[src/rtl/vram_scan_arbiter_if.sv]
`default_nettype none
// +--------------------------------------------------------------------------+
// | Module   : vram_scan_arbiter_if                                          |
// | Purpose  : Bundles the signals around vram_scan_arbiter: video timing    |
// |            inputs, the single-port frame memory port, the scanout pixel  |
// |            output and the CPU request/acknowledge port.                  |
// | Modports : master - arbiter side (consumes I_*, drives O_*)              |
// |            slave  - environment side (drives I_*, consumes O_*)          |
// | Signals  : I_clk_rise    pixel-clock rise strobe                         |
// |            I_hcount     horizontal counter                               |
// |            I_vcount     vertical counter                                 |
// |            O_mem_addr   memory address                                   |
// |            O_mem_we     memory write enable                              |
// |            O_mem_wdata  memory write data                                |
// |            I_mem_rdata  memory read data (1 cycle after address)         |
// |            O_pixel      fetched scanout pixel                            |
// |            O_pixel_valid one-cycle pixel update strobe                   |
// |            I_cpu_req/we/addr/wdata  CPU request, held until ack          |
// |            O_cpu_ack    one-cycle CPU completion strobe                  |
// |            O_cpu_rdata  CPU read data, held after ack                    |
// |            O_stall_count CPU stall statistics                            |
// | Revision : 1.0  initial release                                          |
// +--------------------------------------------------------------------------+
interface vram_scan_arbiter_if #(
  parameter int P_addr_width = 16,
  parameter int P_data_width = 8
);
  logic                    I_clk_rise;
  logic [15:0]             I_hcount;
  logic [15:0]             I_vcount;
  logic [P_addr_width-1:0] O_mem_addr;
  logic                    O_mem_we;
  logic [P_data_width-1:0] O_mem_wdata;
  logic [P_data_width-1:0] I_mem_rdata;
  logic [P_data_width-1:0] O_pixel;
  logic                    O_pixel_valid;
  logic                    I_cpu_req;
  logic                    I_cpu_we;
  logic [P_addr_width-1:0] I_cpu_addr;
  logic [P_data_width-1:0] I_cpu_wdata;
  logic                    O_cpu_ack;
  logic [P_data_width-1:0] O_cpu_rdata;
  logic [15:0]             O_stall_count;

  modport master (
    input  I_clk_rise, I_hcount, I_vcount, I_mem_rdata,
    input  I_cpu_req, I_cpu_we, I_cpu_addr, I_cpu_wdata,
    output O_mem_addr, O_mem_we, O_mem_wdata,
    output O_pixel, O_pixel_valid,
    output O_cpu_ack, O_cpu_rdata, O_stall_count
  );

  modport slave (
    output I_clk_rise, I_hcount, I_vcount, I_mem_rdata,
    output I_cpu_req, I_cpu_we, I_cpu_addr, I_cpu_wdata,
    input  O_mem_addr, O_mem_we, O_mem_wdata,
    input  O_pixel, O_pixel_valid,
    input  O_cpu_ack, O_cpu_rdata, O_stall_count
  );
endinterface
`default_nettype wire

[src/rtl/vram_scan_arbiter.sv]
`default_nettype none
// +--------------------------------------------------------------------------+
// | Module   : vram_scan_arbiter                                             |
// | Purpose  : Shares one single-port synchronous pixel memory between the   |
// |            scanout fetch and a CPU request/ack port. Slot 0 of every     |
// |            4-cycle pixel period is reserved for the video read while     |
// |            the timing counters are inside the active window; the CPU     |
// |            takes any other free cycle, at most every second cycle.       |
// | Ports    : I_clock  system clock                                         |
// |            I_reset  synchronous active-low reset                         |
// |            bus      vram_scan_arbiter_if.master (timing, memory, pixel   |
// |                     and CPU signals; see the interface header)           |
// | Options  : VRAM_ARB_STATS_EN - build the saturating CPU stall counter;   |
// |            otherwise O_stall_count is tied to zero.                      |
// | Revision : 1.0  initial release                                          |
// +--------------------------------------------------------------------------+
module vram_scan_arbiter #(
  parameter int P_addr_width = 16,
  parameter int P_data_width = 8,
  parameter int P_active_h   = 256,
  parameter int P_active_v   = 240,
  parameter int P_base       = 0
) (
  input  logic                I_clock,
  input  logic                I_reset,
  vram_scan_arbiter_if.master bus
);

  // Tag of the access whose read data / completion is due in the next cycle.
  typedef enum logic [1:0] {
    TAG_NONE   = 2'd0,
    TAG_VIDEO  = 2'd1,
    TAG_CPU_RD = 2'd2,
    TAG_CPU_WR = 2'd3
  } tag_e;

  logic [1:0]              slot_q, slot_d;
  tag_e                    tag_q, tag_d;
  logic [P_addr_width-1:0] addr_q, addr_d;
  logic [P_data_width-1:0] wdata_q, wdata_d;
  logic [P_data_width-1:0] pixel_q, pixel_d;
  logic [P_data_width-1:0] cpu_rdata_q, cpu_rdata_d;

  logic [1:0]              w_slot;
  logic                    w_window;
  logic                    w_video_issue;
  logic                    w_ret_cpu;
  logic                    w_cpu_ack;
  logic                    w_cpu_grant;
  logic                    w_pixel_valid;
  logic [P_addr_width-1:0] w_video_addr;
  logic [P_addr_width-1:0] w_mem_addr;
  logic                    w_mem_we;
  logic [P_data_width-1:0] w_mem_wdata;
  logic [P_data_width-1:0] w_pixel;
  logic [P_data_width-1:0] w_cpu_rdata;

  always_comb begin
    // The strobe cycle itself is slot 0, so the counter resynchronises
    // immediately whatever the spacing between strobes.
    w_slot = bus.I_clk_rise ? 2'd0 : slot_q;
    slot_d = w_slot + 2'd1;

    w_window = ({16'd0, bus.I_vcount} < P_active_v) &&
               ({16'd0, bus.I_hcount} < P_active_h);

    // Computed at address width so that the sum wraps modulo 2^P_addr_width.
    w_video_addr = P_addr_width'(P_base)
                 + P_addr_width'(bus.I_vcount) * P_addr_width'(P_active_h)
                 + P_addr_width'(bus.I_hcount);

    // Everything is gated by I_reset so that all outputs read 0 while reset
    // is held and an in-flight CPU read can never complete into reset.
    w_video_issue = I_reset && (w_slot == 2'd0) && w_window;
    w_ret_cpu     = (tag_q == TAG_CPU_RD) || (tag_q == TAG_CPU_WR);
    w_cpu_ack     = I_reset && w_ret_cpu;
    // No grant while a CPU access is returning: the request is still high
    // during its own ack cycle and must not be serviced twice.
    w_cpu_grant   = I_reset && bus.I_cpu_req && !w_video_issue && !w_ret_cpu;
    w_pixel_valid = I_reset && (tag_q == TAG_VIDEO);

    // Issue stage: address/data hold their last value when idle.
    w_mem_addr  = addr_q;
    w_mem_wdata = wdata_q;
    w_mem_we    = 1'b0;
    if (!I_reset) begin
      w_mem_addr  = '0;
      w_mem_wdata = '0;
    end else if (w_video_issue) begin
      w_mem_addr  = w_video_addr;
    end else if (w_cpu_grant) begin
      w_mem_addr  = bus.I_cpu_addr;
      w_mem_wdata = bus.I_cpu_wdata;
      w_mem_we    = bus.I_cpu_we;
    end

    // Return stage: read data is presented in the cycle it arrives and is
    // then held by the output registers.
    w_pixel = I_reset ? pixel_q : '0;
    if (w_pixel_valid) begin
      w_pixel = bus.I_mem_rdata;
    end
    w_cpu_rdata = I_reset ? cpu_rdata_q : '0;
    if (w_cpu_ack && (tag_q == TAG_CPU_RD)) begin
      w_cpu_rdata = bus.I_mem_rdata;
    end

    tag_d = TAG_NONE;
    if (w_video_issue) begin
      tag_d = TAG_VIDEO;
    end else if (w_cpu_grant) begin
      tag_d = bus.I_cpu_we ? TAG_CPU_WR : TAG_CPU_RD;
    end

    addr_d      = w_mem_addr;
    wdata_d     = w_mem_wdata;
    pixel_d     = w_pixel;
    cpu_rdata_d = w_cpu_rdata;
  end

  always_ff @(posedge I_clock) begin
    if (!I_reset) begin
      slot_q      <= 2'd0;
      tag_q       <= TAG_NONE;
      addr_q      <= '0;
      wdata_q     <= '0;
      pixel_q     <= '0;
      cpu_rdata_q <= '0;
    end else begin
      slot_q      <= slot_d;
      tag_q       <= tag_d;
      addr_q      <= addr_d;
      wdata_q     <= wdata_d;
      pixel_q     <= pixel_d;
      cpu_rdata_q <= cpu_rdata_d;
    end
  end

  assign bus.O_mem_addr    = w_mem_addr;
  assign bus.O_mem_we      = w_mem_we;
  assign bus.O_mem_wdata   = w_mem_wdata;
  assign bus.O_pixel       = w_pixel;
  assign bus.O_pixel_valid = w_pixel_valid;
  assign bus.O_cpu_ack     = w_cpu_ack;
  assign bus.O_cpu_rdata   = w_cpu_rdata;

`ifdef VRAM_ARB_STATS_EN
  logic [15:0] stall_q, stall_d;
  logic        w_frame_start;

  always_comb begin
    w_frame_start = bus.I_clk_rise && (bus.I_hcount == 16'd0) &&
                    (bus.I_vcount == 16'd0);
    stall_d = stall_q;
    // Frame start wins over a simultaneous stall so each frame starts at 0.
    if (w_frame_start) begin
      stall_d = 16'd0;
    end else if (bus.I_cpu_req && !w_cpu_grant && !w_cpu_ack &&
                 (stall_q != 16'hFFFF)) begin
      stall_d = stall_q + 16'd1;
    end
  end

  always_ff @(posedge I_clock) begin
    if (!I_reset) begin
      stall_q <= 16'd0;
    end else begin
      stall_q <= stall_d;
    end
  end

  assign bus.O_stall_count = I_reset ? stall_q : 16'd0;
`else
  assign bus.O_stall_count = 16'd0;
`endif

endmodule
`default_nettype wire

[src/flat_wrapper.sv]
// flat-port wrapper written by rule: the top's interface ports become plain ports
module vram_scan_arbiter_flat 
#(
  parameter int P_addr_width = 16,
  parameter int P_data_width = 8,
  parameter int P_active_h   = 256,
  parameter int P_active_v   = 240,
  parameter int P_base       = 0
)
  (I_clock, I_reset, bus_I_clk_rise, bus_I_hcount, bus_I_vcount, bus_I_mem_rdata, bus_I_cpu_req, bus_I_cpu_we, bus_I_cpu_addr, bus_I_cpu_wdata, bus_O_mem_addr, bus_O_mem_we, bus_O_mem_wdata, bus_O_pixel, bus_O_pixel_valid, bus_O_cpu_ack, bus_O_cpu_rdata, bus_O_stall_count);
  vram_scan_arbiter_if #(.P_addr_width(P_addr_width), .P_data_width(P_data_width)) bus_i ();
  input  logic I_clock;
  input  logic I_reset;
  input wire logic [$bits(bus_i.I_clk_rise)-1:0] bus_I_clk_rise;
  input wire logic [$bits(bus_i.I_hcount)-1:0] bus_I_hcount;
  input wire logic [$bits(bus_i.I_vcount)-1:0] bus_I_vcount;
  input wire logic [$bits(bus_i.I_mem_rdata)-1:0] bus_I_mem_rdata;
  input wire logic [$bits(bus_i.I_cpu_req)-1:0] bus_I_cpu_req;
  input wire logic [$bits(bus_i.I_cpu_we)-1:0] bus_I_cpu_we;
  input wire logic [$bits(bus_i.I_cpu_addr)-1:0] bus_I_cpu_addr;
  input wire logic [$bits(bus_i.I_cpu_wdata)-1:0] bus_I_cpu_wdata;
  output wire logic [$bits(bus_i.O_mem_addr)-1:0] bus_O_mem_addr;
  output wire logic [$bits(bus_i.O_mem_we)-1:0] bus_O_mem_we;
  output wire logic [$bits(bus_i.O_mem_wdata)-1:0] bus_O_mem_wdata;
  output wire logic [$bits(bus_i.O_pixel)-1:0] bus_O_pixel;
  output wire logic [$bits(bus_i.O_pixel_valid)-1:0] bus_O_pixel_valid;
  output wire logic [$bits(bus_i.O_cpu_ack)-1:0] bus_O_cpu_ack;
  output wire logic [$bits(bus_i.O_cpu_rdata)-1:0] bus_O_cpu_rdata;
  output wire logic [$bits(bus_i.O_stall_count)-1:0] bus_O_stall_count;
  assign bus_i.I_clk_rise = bus_I_clk_rise;
  assign bus_i.I_hcount = bus_I_hcount;
  assign bus_i.I_vcount = bus_I_vcount;
  assign bus_i.I_mem_rdata = bus_I_mem_rdata;
  assign bus_i.I_cpu_req = bus_I_cpu_req;
  assign bus_i.I_cpu_we = bus_I_cpu_we;
  assign bus_i.I_cpu_addr = bus_I_cpu_addr;
  assign bus_i.I_cpu_wdata = bus_I_cpu_wdata;
  assign bus_O_mem_addr = bus_i.O_mem_addr;
  assign bus_O_mem_we = bus_i.O_mem_we;
  assign bus_O_mem_wdata = bus_i.O_mem_wdata;
  assign bus_O_pixel = bus_i.O_pixel;
  assign bus_O_pixel_valid = bus_i.O_pixel_valid;
  assign bus_O_cpu_ack = bus_i.O_cpu_ack;
  assign bus_O_cpu_rdata = bus_i.O_cpu_rdata;
  assign bus_O_stall_count = bus_i.O_stall_count;
  vram_scan_arbiter #(.P_addr_width(P_addr_width), .P_data_width(P_data_width), .P_active_h(P_active_h), .P_active_v(P_active_v), .P_base(P_base)) u_core (.I_clock(I_clock), .I_reset(I_reset), .bus(bus_i));
endmodule
[config.mk]
export PLATFORM = sky130hd
export DESIGN_NAME = vram_scan_arbiter_flat
export DESIGN_NICKNAME = d
export VERILOG_FILES = /design/src/rtl/vram_scan_arbiter_if.sv /design/src/rtl/vram_scan_arbiter.sv /design/src/flat_wrapper.sv
export SDC_FILE = /design/constraint.sdc
export NUM_CORES = 1
export LEC_CHECK = 0
export CAP_MARGIN = 0
export CORE_ASPECT_RATIO = 0.7
export CORE_MARGIN = 2
export CORE_UTILIZATION = 35
export CTS_BUF_LIST = sky130_fd_sc_hd__clkbuf_16
export DETAILED_ROUTE_END_ITERATION = 16
export PLACE_DENSITY_LB_ADDON = 0.1
export SYNTH_ARGS = -nofsm -noshare
export SYNTH_HDL_FRONTEND = slang
export SYNTH_SLANG_ARGS = --single-unit
[constraint.sdc]
create_clock -name I_clock -period 2.5 [get_ports I_clock]
set_input_delay 0.625 -clock I_clock [delete_from_list [all_inputs] [get_ports I_clock]]
set_output_delay 0.625 -clock I_clock [all_outputs]
set_load 0.005 [all_outputs]
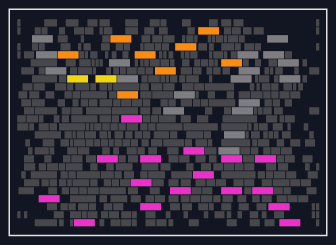
(where the registers sit)
u_core.slot_q -> yellow  # placed flops 2
u_core.addr_q -> magenta  # placed flops 16
u_core.pixel_q -> orange  # placed flops 8, where north
not colored = 18

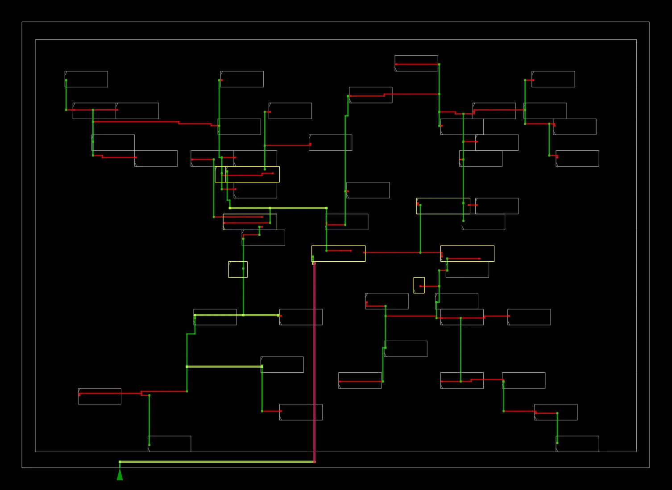
(clock nets)
Clock group: 0.649 mW
# clk buffers: 5
clk latency late pin: 0.28 ns

==> impl_metrics.toml <==
# physical design summary
[clock_tree]
cts_setup_buffers = 62
cts_resized = 290
cts_max_level = 2
cts_root_buf = "clkbuf_16"
cts-buffers-inserted = 5
ctsHoldBuffers = 0
clkTransAtPathRegs_ns = 0.06
cts_sinks = 44
clock_tree.buffer_depth = 2

[drt]
top_layer = "met4"
wl_met2_um = 4920
ant_nets = 0
wirelength_um = 9870
drt_iter0_markers = 130

[pwr]
internal_power_mw = 1.49
pg_comb_mw = 0.654
powerDensity_nw_per_um2 = 386
power.switching_mw = 0.556
seq_cell_power_mw = 0.748
power.total_mw = 2.05
power.group.top = "sequential cells"
leakage_nw = 2.83

[timing]
finalSetupTns_ns = -6.90
rsz0062_at_grt = "yes"
hold_slack_ns = 0.481
drv_slew = 0
period_needed_ns = 2.91
setup_slack_ns = -0.409
fin_skew_ns = 0.00353
setup_viol = 26
period_used_pct = 116
fmax_mhz = 344

[cells_and_area]
top_register = "u_core.addr_q"
bufAreaShareNonClock_pct = 41.4
drive_above_1_share_pct = 44.6
layout_top_cell = "buf_4"
comb.multi_input.count = 228
areaGrowthSynthToFinish_pct = 102
flops = 44
final_util_pct = 72.9
register_area_um2 = 881
fin_area_um2 = 5320
buffers = 239
largest_class = "non-clock buffers"
num_antenna_cells = 0
layout_top_cells = "buf_4, clkdlybuf4s50_1, dfxtp_1"
combGateArea_um2 = 1950
largest_register_ffs = 16
seq_share_pct = 16.6
fillers = 540

[global_routing]
grt_pass1_wl_um = 15600
grt.met2_usage_pct = 41.0
overflow = 0
gr-usage-met3_pct = 4.53
grtUsageMet1_pct = 31.4
grt_max_degree = 35
grt_pass1_vias = 3134
groute.usage.overall_pct = 24.0

[setup_path]
cp-start-kind = "primary input"
arrival_ns = 2.28
r2r_cells = 15
endpoint = "bus_O_mem_addr[14]"
r2r-end = "u_core.addr_q[13]"
path_cells = "buf_8, ha_4, fa_2, a21o_1, a31oi_4, mux2i_2, buf_4, o311a_1, buf_2"
worst_setup_path_end_kind = "output port"
critPathLaunch = "bus_I_hcount[8]"
path_class = "primary input to output port"
cp.required_ns = 1.88

[synthesis]
ys_seq_share_pct = 33.5
yosys-top-cells-count = "dfxtp_1, nand2_1, o211a_1, mux2i_1, o21ai_0"
ff_type = "dfxtp_1"
xor_share_pct = 1.67
synth_top_area_share_pct = 33.5
ys_sh_adder_pct = 4.57
yosys_area_um2 = 2630
synth.avg_cell_area_um2 = 8.93
async_flop_share_pct = 0
ys_sh_simple_pct = 17.7
netlist_instances = 294
synth-edff-count = 0

[worst_hold_path]
worstHoldStart = "u_core.pixel_q[4]"
whs_endpoint = "u_core.pixel_q[4]"
min_path_cells = 2
min_path_type = "flop to flop"

[place]
port-buffer-count = 111
dp_hpwl_um = 5690
dpl_worst_slack_ns = -1.07
dp_cells = 538
gp_congestion = 0.765

[outcome]
violations = "negative setup slack"
status = "finished with violations"

[floorplanning]
die-area_um2 = 8220
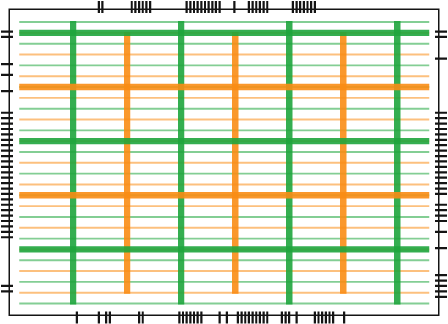
(power grid)
Pins as bars on the die edge.
VDD -> orange
VSS -> green
met4 straps = 7
signal pins = 128
VDD IR max: 290 uV
height of the die: 76.5 um
core region area: 7290 um^2
die width: 108 um

Power is estimated from default activity; no workload was simulated.
